==> src/rtl/instruction_fetch_unit.sv <==
// instruction_fetch_unit: turns PC addresses into ROM reads and queues {pc, instr} pairs for the decoder.
// Optional FETCH_PERF_EN adds saturating stall/drop counters.
module instruction_fetch_unit #(
  parameter int ADDR_W = 15,
  parameter int DATA_W = 16,
  parameter int DEPTH  = 4
) (
  input  logic              clk,
  input  logic              reset_n,
  input  logic [15:0]       pc_in,
  input  logic              pc_valid,
  output logic              pc_ready,
  output logic              rom_req,
  output logic [ADDR_W-1:0] rom_addr,
  input  logic              rom_ack,
  input  logic [DATA_W-1:0] rom_data,
  output logic [DATA_W-1:0] instr,
  output logic [15:0]       instr_pc,
  output logic              instr_valid,
  input  logic              instr_ready,
  input  logic              flush
`ifdef FETCH_PERF_EN
  ,
  output logic [15:0]       perf_stall_cnt,
  output logic [15:0]       perf_drop_cnt
`endif
);
  localparam int PW = $clog2(DEPTH);
  localparam logic [1:0] IDLE = 2'd0, WAIT = 2'd1, DROP = 2'd2;
  logic [1:0] state_q, state_d;
  logic req_q, req_d, live_q;
  logic [ADDR_W-1:0] addr_q, addr_d;
  logic [15:0] fpc_q, fpc_d;
  logic [DEPTH-1:0][DATA_W-1:0] data_q, data_d;
  logic [DEPTH-1:0][15:0] pcs_q, pcs_d;
  logic [PW-1:0] wr_q, wr_d, rd_q, rd_d;
  logic [PW:0] cnt_q, cnt_d;
  logic accept, push, pop;
  // count top bit set means count==DEPTH, i.e. full
  assign pc_ready    = live_q & (state_q == IDLE) & ~cnt_q[PW] & ~flush;
  assign instr_valid = (cnt_q != '0) & ~flush;
  assign instr       = data_q[rd_q];
  assign instr_pc    = pcs_q[rd_q];
  assign rom_req     = req_q;
  assign rom_addr    = addr_q;
  assign accept      = pc_valid & pc_ready;
  assign pop         = instr_valid & instr_ready;
  assign push        = (state_q == WAIT) & rom_ack & ~flush;
  always_comb begin
    state_d = state_q;
    req_d   = req_q;
    addr_d  = addr_q;
    fpc_d   = fpc_q;
    data_d  = data_q;
    pcs_d   = pcs_q;
    wr_d    = push ? wr_q + 1'b1 : wr_q;
    rd_d    = pop ? rd_q + 1'b1 : rd_q;
    cnt_d   = cnt_q + {{PW{1'b0}}, push} - {{PW{1'b0}}, pop};
    if (accept) begin
      state_d = WAIT;
      req_d   = 1'b1;
      addr_d  = pc_in[ADDR_W-1:0];
      fpc_d   = pc_in;
    end
    if (state_q != IDLE && rom_ack) begin
      state_d = IDLE;
      req_d   = 1'b0;
    end else if (state_q == WAIT && flush) state_d = DROP;
    if (push) begin
      data_d[wr_q] = rom_data;
      pcs_d[wr_q]  = fpc_q;
    end
    if (flush) begin
      wr_d  = '0;
      rd_d  = '0;
      cnt_d = '0;
    end
  end
  always_ff @(posedge clk or negedge reset_n) begin
    if (!reset_n) begin
      state_q <= IDLE;
      req_q   <= 1'b0;
      live_q  <= 1'b0;
      addr_q  <= '0;
      fpc_q   <= '0;
      data_q  <= '0;
      pcs_q   <= '0;
      wr_q    <= '0;
      rd_q    <= '0;
      cnt_q   <= '0;
    end else begin
      state_q <= state_d;
      req_q   <= req_d;
      live_q  <= 1'b1;
      addr_q  <= addr_d;
      fpc_q   <= fpc_d;
      data_q  <= data_d;
      pcs_q   <= pcs_d;
      wr_q    <= wr_d;
      rd_q    <= rd_d;
      cnt_q   <= cnt_d;
    end
  end
`ifdef FETCH_PERF_EN
  logic [15:0] stall_q, stall_d, drop_q, drop_d;
  logic stall_ev, drop_ev;
  assign stall_ev = instr_ready & ~instr_valid;
  assign drop_ev  = rom_ack & ((state_q == DROP) | ((state_q == WAIT) & flush));
  always_comb begin
    stall_d = (stall_ev && stall_q != 16'hFFFF) ? stall_q + 16'd1 : stall_q;
    drop_d  = (drop_ev && drop_q != 16'hFFFF) ? drop_q + 16'd1 : drop_q;
  end
  always_ff @(posedge clk or negedge reset_n) begin
    if (!reset_n) begin
      stall_q <= '0;
      drop_q  <= '0;
    end else begin
      stall_q <= stall_d;
      drop_q  <= drop_d;
    end
  end
  assign perf_stall_cnt = stall_q;
  assign perf_drop_cnt  = drop_q;
`endif
endmodule
==> config.mk <==
export PLATFORM = sky130hd
export DESIGN_NAME = instruction_fetch_unit
export DESIGN_NICKNAME = d
export VERILOG_FILES = /design/src/rtl/instruction_fetch_unit.sv
export SDC_FILE = /design/constraint.sdc
export NUM_CORES = 1
export LEC_CHECK = 0
export CAP_MARGIN = 30
export CORE_MARGIN = 3
export CORE_UTILIZATION = 45
export DETAILED_ROUTE_END_ITERATION = 6
export PLACE_DENSITY = 0.7
export SLEW_MARGIN = 20
export SYNTH_ARGS = -nofsm -noshare
export SYNTH_HDL_FRONTEND = slang
export SYNTH_SLANG_ARGS = --single-unit
==> constraint.sdc <==
create_clock -name clk -period 1.95 [get_ports clk]
set_input_delay 0.195 -clock clk [delete_from_list [all_inputs] [get_ports clk]]
set_output_delay 0.195 -clock clk [all_outputs]
set_load 0.01 [all_outputs]
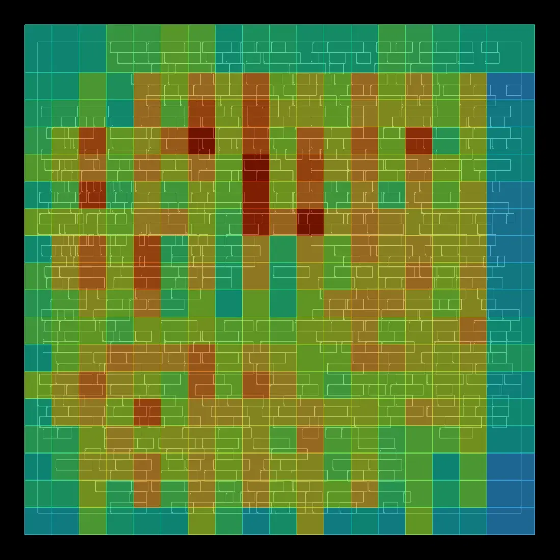
**Above:** routing congestion map.
final core utilization: 60.2%
M3 GR Usage: 4.86%

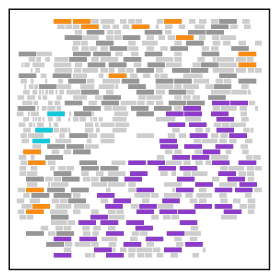
**Above:** sequential cells coloured by netlist name.
(2 px per um) Other sequential cells in the stronger grey, the rest of the logic in the fainter grey.
legend:
  `rom_addr`:
    colour: orange
    flops: 14
    where: widely spread
  `cnt_q`:
    colour: cyan
    flops: 3
  `data_q`:
    colour: purple
    flops: 64
Seq area share: 43.9%
register area: 0.00388 mm2

==> impl_metrics.json <==
{
  "outcome": "finished with violations",
  "violations": "negative setup slack",
  "fin_tns_setup_ns": -0.575,
  "crit_chain": "o31ai_2 > nor2_1 > ha_1 > inv_1 > ha_2 > inv_2 > fa_2 > xor2_1 > and2_1 > nor3_2",
  "grt_max_degree": 51,
  "p_total_mw": 12.5,
  "die_h_um": 129,
  "drive_above_1_share_pct": 54.0,
  "crit_buf_inv": 2,
  "flops": 155,
  "hold_slack_ns": 0.294,
  "setup_viol": 19,
  "drt-initial-drc-count": 188,
  "num-nonclk-buffers": 123,
  "port_buffers": 87,
  "synthCells": 419,
  "grt_pass1_wl_um": 22900,
  "hold_viol": 0,
  "sh_comb_area_pct": 30.9,
  "path_max_fanout": 2,
  "reg2regPathDepth": 10,
  "numCtsBuffers": 17,
  "design.core.area_mm2": 0.0147,
  "ir_worst_vdd_mv": 0.874,
  "dr_wl_met3_um": 451,
  "top_usage_layer": "met2",
  "fmax_mhz": 467,
  "cp.required_ns": 2.29,
  "final-clk-cell-share_pct": 6.37,
  "final_cells": 721,
  "fin_area_mm2": 0.00884,
  "rsz0062_at_grt": "true",
  "bufAreaShareNonClock_pct": 15.9,
  "finalCritPeriodShare_pct": 110,
  "dp_hpwl_um": 8660,
  "drc": 0,
  "fp_nets": 464,
  "dpl.cell_count": 680,
  "yosys_warnings": 0,
  "routabilityCongestion": 0.724,
  "startpoint_type": "register",
  "largestClassByArea": "registers",
  "ys_sh_aoi_pct": 0.584,
  "inverters_excl_clock": 8,
  "lay_top_count": "dfrtp_1",
  "ys_sh_adder_pct": 1.39,
  "cts.sinks": 155,
  "most-common-layout-cells": "dfrtp_1 (153), mux2_2 (136), clkdlybuf4s50_1 (52), mux4_2 (32), buf_6 (25)",
  "worst_r2r_endpoint": "cnt_q[2]",
  "fillerInstances": 1139,
  "critical_path.max_stage_delay_ns": 0.40,
  "clk_pin_slew_ns": 0.06,
  "ys_sh_simple_pct": 2.03,
  "routed_wl_um": 13900,
  "clockRootBuffer": "clkbuf_16",
  "timing.critical_path.slowest_stage_cell": "dfrtp_1",
  "rr_startpoint": "cnt_q[0]",
  "cp.arrival_ns": 2.48,
  "yosysCellCount": 419,
  "die_x_um": 129,
  "seq_area_frac_synth_pct": 56.6,
  "dieArea_mm2": 0.0168,
  "tritoncts": "done",
  "synthDistinctLibCells": 29,
  "track_usage_pct": 18.0,
  "ys_chip_area_mm2": 0.00686,
  "logic_area_mm2": 0.00273,
  "use_met1_pct": 24.5,
  "timing.final.ws_setup_ns": -0.193,
  "htreeDepth": 4,
  "wl_per_cell_um": 19.3,
  "clock_latency_ns": 0.41,
  "crit_end": "cnt_q[2]",
  "powerDensity_mw_per_mm2": 1420,
  "dp_slack_ns": -0.422,
  "area_delta_synth_final_pct": 29.0,
  "grt_pass1_vias": 4377,
  "r2r_slack_ns": -0.19,
  "syn_area_per_cell_um2": 16.4,
  "end_kind": "register",
  "nClkBuffers": 19,
  "ios": 88,
  "crit_family": "adder cells",
  "fp_util_pct": 46.6,
  "maxCapViolCount": 0,
  "hp-class": "in2async",
  "placed_area_mm2": 0.00810,
  "first_pass_iters": 4,
  "via_count": 3836
}
## registers in the layout, summed over array words and instances, names as in the netlist, 2 cells and up
register / flops
rom_addr: 14
wr_q: 2
fpc_q: 2
data_q: 64
pcs_q: 64
rd_q: 2
state_q: 2
cnt_q: 3
## logic make-up after synthesis
kind of cell,Yosys count
adders and majority gates,7
muxes,177
AOI/OAI and AO/OA,6
xor gates and xnor gates,4
and+or+nand+nor,24
DFF,155
other,1
buffers and inverters,45
## cell usage after synthesis
cell type | number | area [um2]
and2_1 | 1 | 6.26
fa_1 | 1 | 20.0
ha_1 | 6 | 75.1
nor4_2 | 1 | 12.5
dfrtp_1 | 155 | 3880
nor2_1 | 10 | 37.5
nor2b_1 | 2 | 12.5
buf_2 | 4 | 20.0
xor2_1 | 3 | 26.3
mux2_4 | 8 | 120
and2_2 | 1 | 7.51
mux2_2 | 136 | 1530
o31ai_1 | 1 | 7.51
a2bb2oi_1 | 1 | 8.76
buf_6 | 1 | 11.3
nand3_4 | 1 | 17.5
buf_4 | 27 | 203
o311ai_0 | 1 | 8.76
inv_1 | 8 | 30.0
nor3_1 | 2 | 10.0
mux2i_1 | 1 | 10.0
mux4_2 | 32 | 721
conb_1 | 1 | 3.75
a21oi_1 | 3 | 15.0
nand2_1 | 4 | 15.0
xnor2_1 | 1 | 8.76
and4bb_2 | 1 | 12.5
clkbuf_1 | 5 | 18.8
nand3b_1 | 1 | 7.51
## what timing repair did
action                     CTS  global route
gates resized              156            11
pin swaps                    2             2
gates cloned                 3             0
hold buffers                 1             0
buffers inserted             5             0
setup endpoints to repair   35            35
hold endpoints to repair    47             0
## report_power, final
part           internal, mW  switching (mW)
Combinational          2.99            1.72
Sequential             4.11           0.615
Clock                  1.79            1.30
